$ cat config.mk
export PLATFORM = sky130hd
export DESIGN_NAME = stg_ifq
export DESIGN_NICKNAME = d
export VERILOG_FILES = /design/src/rtl/stg_ifq.sv
export SDC_FILE = /design/constraint.sdc
export NUM_CORES = 1
export LEC_CHECK = 0
export CAP_MARGIN = 0
export CORE_MARGIN = 3
export CORE_UTILIZATION = 52
export CTS_BUF_LIST = sky130_fd_sc_hd__clkbuf_4 sky130_fd_sc_hd__clkbuf_8
export DETAILED_ROUTE_END_ITERATION = 12
export HOLD_SLACK_MARGIN = 0.02
export PLACE_DENSITY_LB_ADDON = 0.15
export SLEW_MARGIN = 40
export SYNTH_ARGS = -nofsm -noshare
export SYNTH_HDL_FRONTEND = slang
export SYNTH_SLANG_ARGS = --single-unit
export TNS_END_PERCENT = 50
$ cat constraint.sdc
create_clock -name iw_clk -period 6.7 [get_ports iw_clk]
set_clock_uncertainty 0.05 [all_clocks]
set_input_delay 2.01 -clock iw_clk [delete_from_list [all_inputs] [get_ports iw_clk]]
set_output_delay 2.01 -clock iw_clk [all_outputs]
set_load 0.05 [all_outputs]
$ cat src/rtl/stg_ifq.sv
// Instruction fetch queue ahead of stg_xt: buffers {pc, instr} pairs so fetch
// keeps running while xt is busy or the pipe is stalled; issues a bubble when empty.
`ifndef HBIT_ADDR
`define HBIT_ADDR 23
`endif
`ifndef HBIT_DATA
`define HBIT_DATA 23
`endif
`ifndef OPC_NOP
`define OPC_NOP 8'h00
`endif

module stg_ifq #(
  parameter int DEPTH = 4,
  parameter int CW    = $clog2(DEPTH + 1)
) (
  input  logic                iw_clk,
  input  logic                iw_rst,
  input  logic                iw_flush,
  input  logic                iw_stall,
  input  logic                iw_xt_busy,
  input  logic                iw_fetch_valid,
  input  logic [`HBIT_ADDR:0] iw_fetch_pc,
  input  logic [`HBIT_DATA:0] iw_fetch_instr,
  output logic                ow_fetch_ready,
  output logic [`HBIT_ADDR:0] ow_pc,
  output logic [`HBIT_DATA:0] ow_instr,
  output logic                ow_valid,
  output logic [CW-1:0]       ow_count
);

  localparam int AW = (DEPTH > 1) ? $clog2(DEPTH) : 1;
  localparam logic [CW-1:0] FULL = CW'(DEPTH);
  localparam logic [`HBIT_DATA:0] NOP_WORD = {`OPC_NOP, 16'b0};

  logic [`HBIT_ADDR:0] mem_pc    [DEPTH];
  logic [`HBIT_DATA:0] mem_instr [DEPTH];
  logic [AW-1:0]       rd_ptr;
  logic [AW-1:0]       wr_ptr;
  logic [CW-1:0]       count;
  logic                wr;
  logic                adv;
  logic                empty;
  logic                pop;
  logic                push;

  // No write-through when full: a same-cycle pop does not open a slot.
  assign ow_fetch_ready = !iw_flush && (count != FULL);
  assign wr             = iw_fetch_valid && ow_fetch_ready;
  assign adv            = !iw_stall && !iw_xt_busy;
  assign empty          = (count == '0);
  assign pop            = adv && !empty;
  // An accepted pair on an empty, advancing queue bypasses storage.
  assign push           = wr && !(adv && empty);
  assign ow_count       = count;

  always_ff @(posedge iw_clk) begin
    if (push && !iw_rst) begin
      mem_pc[wr_ptr]    <= iw_fetch_pc;
      mem_instr[wr_ptr] <= iw_fetch_instr;
    end
  end

  always_ff @(posedge iw_clk) begin
    if (iw_rst) begin
      rd_ptr   <= '0;
      wr_ptr   <= '0;
      count    <= '0;
      ow_pc    <= '0;
      ow_instr <= NOP_WORD;
      ow_valid <= 1'b0;
    end else if (iw_flush) begin
      rd_ptr   <= '0;
      wr_ptr   <= '0;
      count    <= '0;
      ow_instr <= NOP_WORD;
      ow_valid <= 1'b0;
    end else begin
      if (adv) begin
        if (!empty) begin
          ow_pc    <= mem_pc[rd_ptr];
          ow_instr <= mem_instr[rd_ptr];
          ow_valid <= 1'b1;
          rd_ptr   <= rd_ptr + 1'b1;
        end else if (wr) begin
          ow_pc    <= iw_fetch_pc;
          ow_instr <= iw_fetch_instr;
          ow_valid <= 1'b1;
        end else begin
          ow_instr <= NOP_WORD;
          ow_valid <= 1'b0;
        end
      end
      if (push) begin
        wr_ptr <= wr_ptr + 1'b1;
      end
      if (push && !pop) begin
        count <= count + 1'b1;
      end else if (pop && !push) begin
        count <= count - 1'b1;
      end
    end
  end

endmodule

Fig. 1: run 1, signal wires on met3
Scale: 3 px per µm. Cells faint in the background.
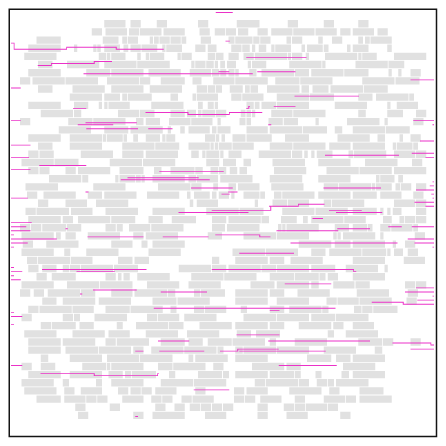
longest straight run	60.3 µm
main direction	horizontal
drt total wl: 20500 µm
Vias: 5365

Fig. 2: run 1, clock routing
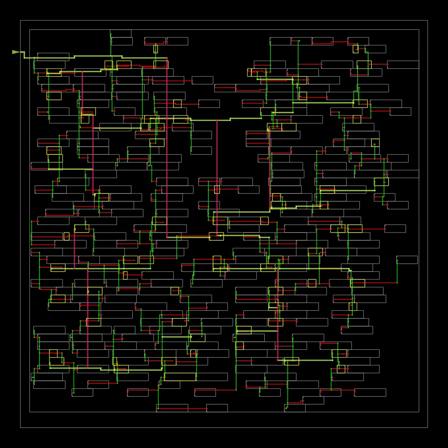
clk ins delay skew pair: 0.51 ns
Seq cells: 250
# clock sinks: 250
clock buffer count: 66

Fig. 3: run 1, pin map
Scale: 3 px per µm. Pins as bars across the die edge, other pins in gray.
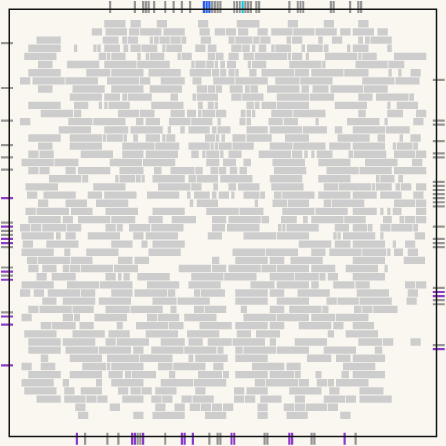
color	port	pins	direction	edge
blue	ow_count	3	output	top
purple	iw_fetch_instr	24	input	12 bottom, 9 left, 3 right
cyan	iw_flush	1	input	top
chip height: 142 µm
Die X: 142 µm
IO buf count: 106

Fig. 4: run 1, close-up of the layout
Region (81, 81) to (131, 131) µm. Cells in gray, sequential cells in the stronger gray; small squares are vias.
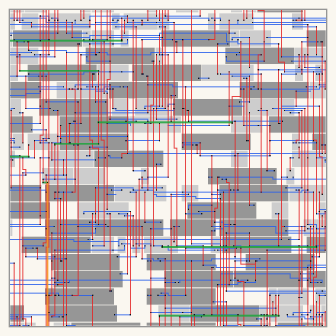
color	layer
green	metal 3
orange	metal 4
blue	metal 1
red	metal 2
most frequent	edfxtp_1 (33), nand2_1 (18), clkbuf_8 (9)
netlist names of flops here include	mem_pc (33)
cells with their middle in the window	96
sequential cells in the window	37

==> run 1: flip-flops by register name, summed over array words and instances, names as in the netlist, named ones only <==
register,flops
mem_instr,96
mem_pc,96
ow_instr,24
ow_pc,24
ow_count,3
rd_ptr,2
wr_ptr,2
ow_valid,1
==> run 1: cells in the final DEF, fill, tap and decap left out, types with 2 or more instances in the layout <==
cell             instances
a311oi_1                 4
or2_2                    2
xor2_1                   2
dfxtp_1                 56
clkbuf_8                50
inv_1                    5
diode_2                  2
clkdlybuf4s50_1        105
clkinv_2                 4
ha_1                     5
buf_4                   17
edfxtp_1               192
or4_1                    2
o21ai_0                  3
a221o_1                 24
clkbuf_4                16
mux2i_1                  3
nand2_1                 54
mux4_2                  48
and3_1                  24
clkinv_1                 4
nor3b_2                  4
a21oi_1                 28
a311oi_2                20
nor2_1                   4
nor2b_1                  2
buf_12                   2
==> run 1: worst max-delay path, delay by kind of cell <==
| family | cells | cell delay (ns) |
|---|---|---|
| simple gates | 1 | 0.18 |
| buf+inv | 2 | 1.39 |
==> run 1: report_power, final <==
part | leakage [nW] | internal [mW] | switching, mW | total, mW
registers | 2.20 | 1.69 | 0.0113 | 1.70
logic | 1.27 | 0.0878 | 0.150 | 0.238
clock network | 0.469 | 0.803 | 0.559 | 1.36
total | 3.94 | 2.58 | 0.720 | 3.30
==> run 1: stage by stage <==
stage / instance area [µm²] / hold slack, ns / std cells / util [%] / setup slack, ns
after CTS: 11900 / 0.440 / 927 / 65.6 / 1.05
after global routing: 11900 / 0.467 / 929 / 65.6 / 1.00
after floorplan: 9610 / 0.403 / 536 / - / 0.0451
final: 11900 / 0.434 / 929 / 65.6 / 1.05
after detailed placement: 11000 / 0.422 / 851 / 60.7 / 1.06
after global placement: 10900 / 0.412 / 849 / 60.5 / 1.09
==> results.json, run 1 <==
{
  "cap_violations": 0,
  "sh_comb_area_pct": 21.3,
  "n_all_inverters": 5,
  "cts_root_buf": "clkbuf_8",
  "ys_async_sr_fraction_pct": 0,
  "r2r_slack_ns": 3.81,
  "numCtsBuffers": 41,
  "holdPathStages": 1,
  "die-area_um2": 20100,
  "r2r_start": "ow_count[0]",
  "cp.arrival_ns": 3.59,
  "outcome": "complete, no violations",
  "finalCritPeriodShare_pct": 84.3,
  "drc": 0,
  "fin_crit_ns": 5.65,
  "ys_sh_aoi_pct": 7.88,
  "mux_area_share_pct": 11.6,
  "irDropWorstVdd_mv": 0.181,
  "cp_cell_sequence": "clkdlybuf4s50_1, nor2b_1, clkdlybuf4s50_1",
  "clk_pin_slew_ns": 0.05,
  "layout-drive-gt1-share_pct": 25.2,
  "largest_cell_class": "registers",
  "cts_resized": 0,
  "hold_start": "ow_instr[20]",
  "postCtsSetupBuffers": 0,
  "fmax_ghz": 0.177,
  "io_pins": 107,
  "fp_util_pct": 53.1,
  "crit_type": "input port to primary output",
  "yosysTopAreaCellShare_pct": 60.0,
  "syn_area_um2": 9610,
  "route.met3.wl_um": 1300,
  "hold_violations": 0,
  "clk_share_pct": 7.42,
  "maxSlewHeadroom_pct": 56.4,
  "viasPerCell": 5.78,
  "edf_count": 192,
  "power_mw": 3.30,
  "drt_iter0_drc": 357,
  "signal_buffers": 124,
  "yosys_area_um2": 9610,
  "crit_fanout": 6,
  "grt_use_met1_pct": 28.2,
  "end_kind": "primary output",
  "openroad.warnings": 29,
  "cp-start-kind": "input port",
  "logic_area_um2": 2520,
  "pwr_density_cell_nw_per_um2": 278,
  "top_layer": "met4",
  "yosysUniqueCellTypes": 35,
  "fin_nets": 725,
  "fp_nets": 596,
  "drt-met1-wl_um": 8570,
  "finalWeightedCongestion": 0.769,
  "synthCells": 536,
  "grt-ovfl-total": 0,
  "most_common_cell": "edfxtp_1",
  "drtAntennaViolNets": 0,
  "crit_start": "iw_flush",
  "worstHoldPathType": "register to register",
  "xor_share_pct": 0.182,
  "grt_max_degree": 40,
  "diodes": 2,
  "wl_per_cell_um": 22.1,
  "yosys-top-cells-count": "edfxtp_1, dfxtp_1, nand2_1, mux4_2, a21oi_1",
  "logic_family": "multiplexers",
  "antenna_found_initial": 2,
  "postSynthSeqShare_pct": 72.1,
  "ff2ff_path_depth": 9,
  "grt_pass1_wl_um": 32400,
  "area_growth_pct": 23.5,
  "htree_levels": 2,
  "buffer_area_share_pct": 10.3,
  "rr_endpoint": "ow_count[2]",
  "worst_path_most_repeated_cell": "clkdlybuf4s50_1",
  "crit_required_ns": 4.64
}
==> run 2, diff against run 1 <==
--- a/config.mk
+++ b/config.mk
@@ -7,7 +7,7 @@
 export LEC_CHECK = 0
 export CAP_MARGIN = 0
 export CORE_MARGIN = 3
-export CORE_UTILIZATION = 52
+export CORE_UTILIZATION = 54
 export CTS_BUF_LIST = sky130_fd_sc_hd__clkbuf_4 sky130_fd_sc_hd__clkbuf_8
 export DETAILED_ROUTE_END_ITERATION = 12
 export HOLD_SLACK_MARGIN = 0.02
==> constraint.sdc (replaced) <==
create_clock -name iw_clk -period 5.2 [get_ports iw_clk]
set_clock_uncertainty 0.05 [all_clocks]
set_input_delay 1.56 -clock iw_clk [delete_from_list [all_inputs] [get_ports iw_clk]]
set_output_delay 1.56 -clock iw_clk [all_outputs]
set_load 0.05 [all_outputs]
Fig. 5: run 2, signal wires on met3
Scale: 3 px per µm. Cells faint in the background.
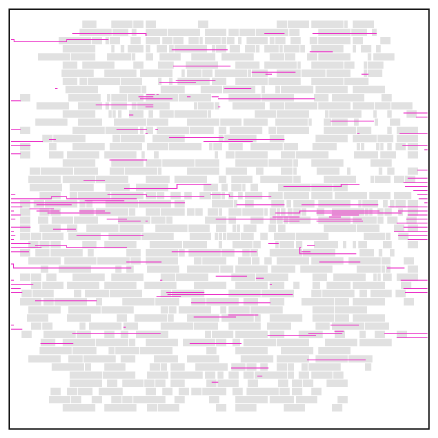
share of all routed wire	7.6%
main direction	horizontal
wire length on this layer	1580 µm
longest straight run	57.7 µm
nets with wire on the layer	98

==> results.json, run 2 <==
{
  "cp-start-kind": "input port",
  "grt_pass1_wl_um": 33500,
  "ys_async_sr_fraction_pct": 0,
  "final_cells": 924,
  "layout-drive-gt1-share_pct": 25.5,
  "fin_ws_ns": 1.03,
  "grt-ovfl-total": 0,
  "holdPathStages": 1,
  "die-area_um2": 19400,
  "finalCritPeriodShare_pct": 80.2,
  "finalWeightedCongestion": 0.762,
  "ff2ff_path_depth": 9,
  "postSynthSeqShare_pct": 72.1,
  "drt_iter0_drc": 357,
  "area_growth_pct": 23.7,
  "yosys-top-cells-count": "edfxtp_1, dfxtp_1, nand2_1, mux4_2, a21oi_1",
  "rr_endpoint": "ow_count[2]",
  "final_cell_area_um2": 11900,
  "portBuffers": 106,
  "fin_nets": 726,
  "cp.arrival_ns": 2.56,
  "fin_crit_ns": 4.17,
  "cp_cell_sequence": "clkdlybuf4s50_1, nor2b_1, buf_4",
  "lay_top_cells": "edfxtp_1, clkdlybuf4s50_1, dfxtp_1, nand2_1, clkbuf_8",
  "postCtsSetupBuffers": 0,
  "io_pins": 107,
  "syn_area_um2": 9610,
  "cts_sinks": 250,
  "die_x_um": 139,
  "crit_required_ns": 3.59,
  "synthCells": 536,
  "top_regs": "mem_instr x96, mem_pc x96",
  "hold_violations": 0,
  "antenna_found_initial": 0,
  "outcome": "complete, no violations",
  "htree_levels": 2,
  "fp_util_pct": 55.4,
  "yosys_area_um2": 9610,
  "final_common_cell": "edfxtp_1",
  "crit_buf_inv": 2,
  "grt_max_degree": 52,
  "end_kind": "primary output",
  "viasPerCell": 6.02,
  "wl_per_cell_um": 22.4,
  "pre_cts_ws_ns": 1.00,
  "r2r_start": "ow_count[0]",
  "cap_violations": 0,
  "drc": 0,
  "path_delay_family": "buffers and inverters",
  "yosysTopAreaCellShare_pct": 60.0,
  "crit_fanout": 6,
  "yosysUniqueCellTypes": 35,
  "fin_hold_ws_ns": 0.440,
  "logic_area_um2": 2540,
  "die.size.y_um": 139,
  "crit_type": "input port to primary output",
  "drtAntennaViolNets": 0,
  "edf_count": 192,
  "clk_latency_ns": 0.53,
  "most_common_cell": "edfxtp_1",
  "worstHoldPathType": "register to register"
}
Fig. 6: run 2, metal 4
Scale: 3 px per µm. Supply wires on this layer in gray. Cells faint in the background.
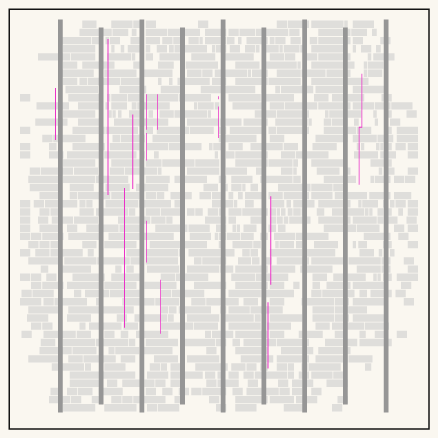
longest straight run	51.7 µm
share of all routed wire	1.5%
Vias: 5567
drt total wl: 20700 µm

==> run 2: how the worst max path moves through the flow <==
stage | from | end | slack [ns] | cells after the start
after global placement | iw_flush | ow_fetch_ready | 1.06 | 3
after detailed placement | iw_flush | ow_count[2] | 1.00 | 10
after CTS | iw_flush | ow_fetch_ready | 1.03 | 3
final | iw_flush | ow_fetch_ready | 1.03 | 3
after floorplan | iw_rst | mem_instr[1][0] | -1.0 | 3
after global routing | iw_flush | ow_fetch_ready | 0.97 | 3
==> run 2: cell type report <==
class                   instances  area share [%]
clock buffers                  71            7.11
clock inverters                 5           0.410
inverters                       5           0.158
multi-input cells             243            21.4
flip-flops and latches        250            58.3
well taps                     225            2.37
repair buffers                125            10.3
==> run 2: logic make-up (layout without fill, tap and decap cells) <==
logic type | count (synthesis) | after routing | synth area share (%)
compound gates | 82 | 82 | 7.88
simple gates | 102 | 102 | 5.31
fa+ha+maj | 6 | 6 | 0.859
mux | 51 | 51 | 11.6
flops | 250 | 250 | 72.1
xor+xnor | 2 | 2 | 0.182
buf+inv | 43 | 206 | 2.12
==> run 2: power breakdown <==
group          switching, mW  internal [mW]
logic                  0.193          0.113
clock network          0.718           1.07
registers             0.0149           2.18
total                  0.926           3.36
==> run 2: per-stage QoR <==
stage               utilization [%]  setup TNS, ns  power [mW]
detailed placement             63.4              0        2.54
global placement               63.0              0        2.53
floorplan                         -        -143.41        2.40
global route                   68.5              0        4.44
CTS                            68.5              0        4.32
finish                         68.5              0        4.28
==> run 2: metal layers <==
layer	vias up	wire (µm)	global-route usage [%]
li1	2440	-	-
met1	2861	8710	31.3
met3	30	1580	4.98
met4	0	302	5.92
met5	-	0	0
met2	236	10100	34.8
Power figures rest on the tool's default switching activity, not on a simulated workload.
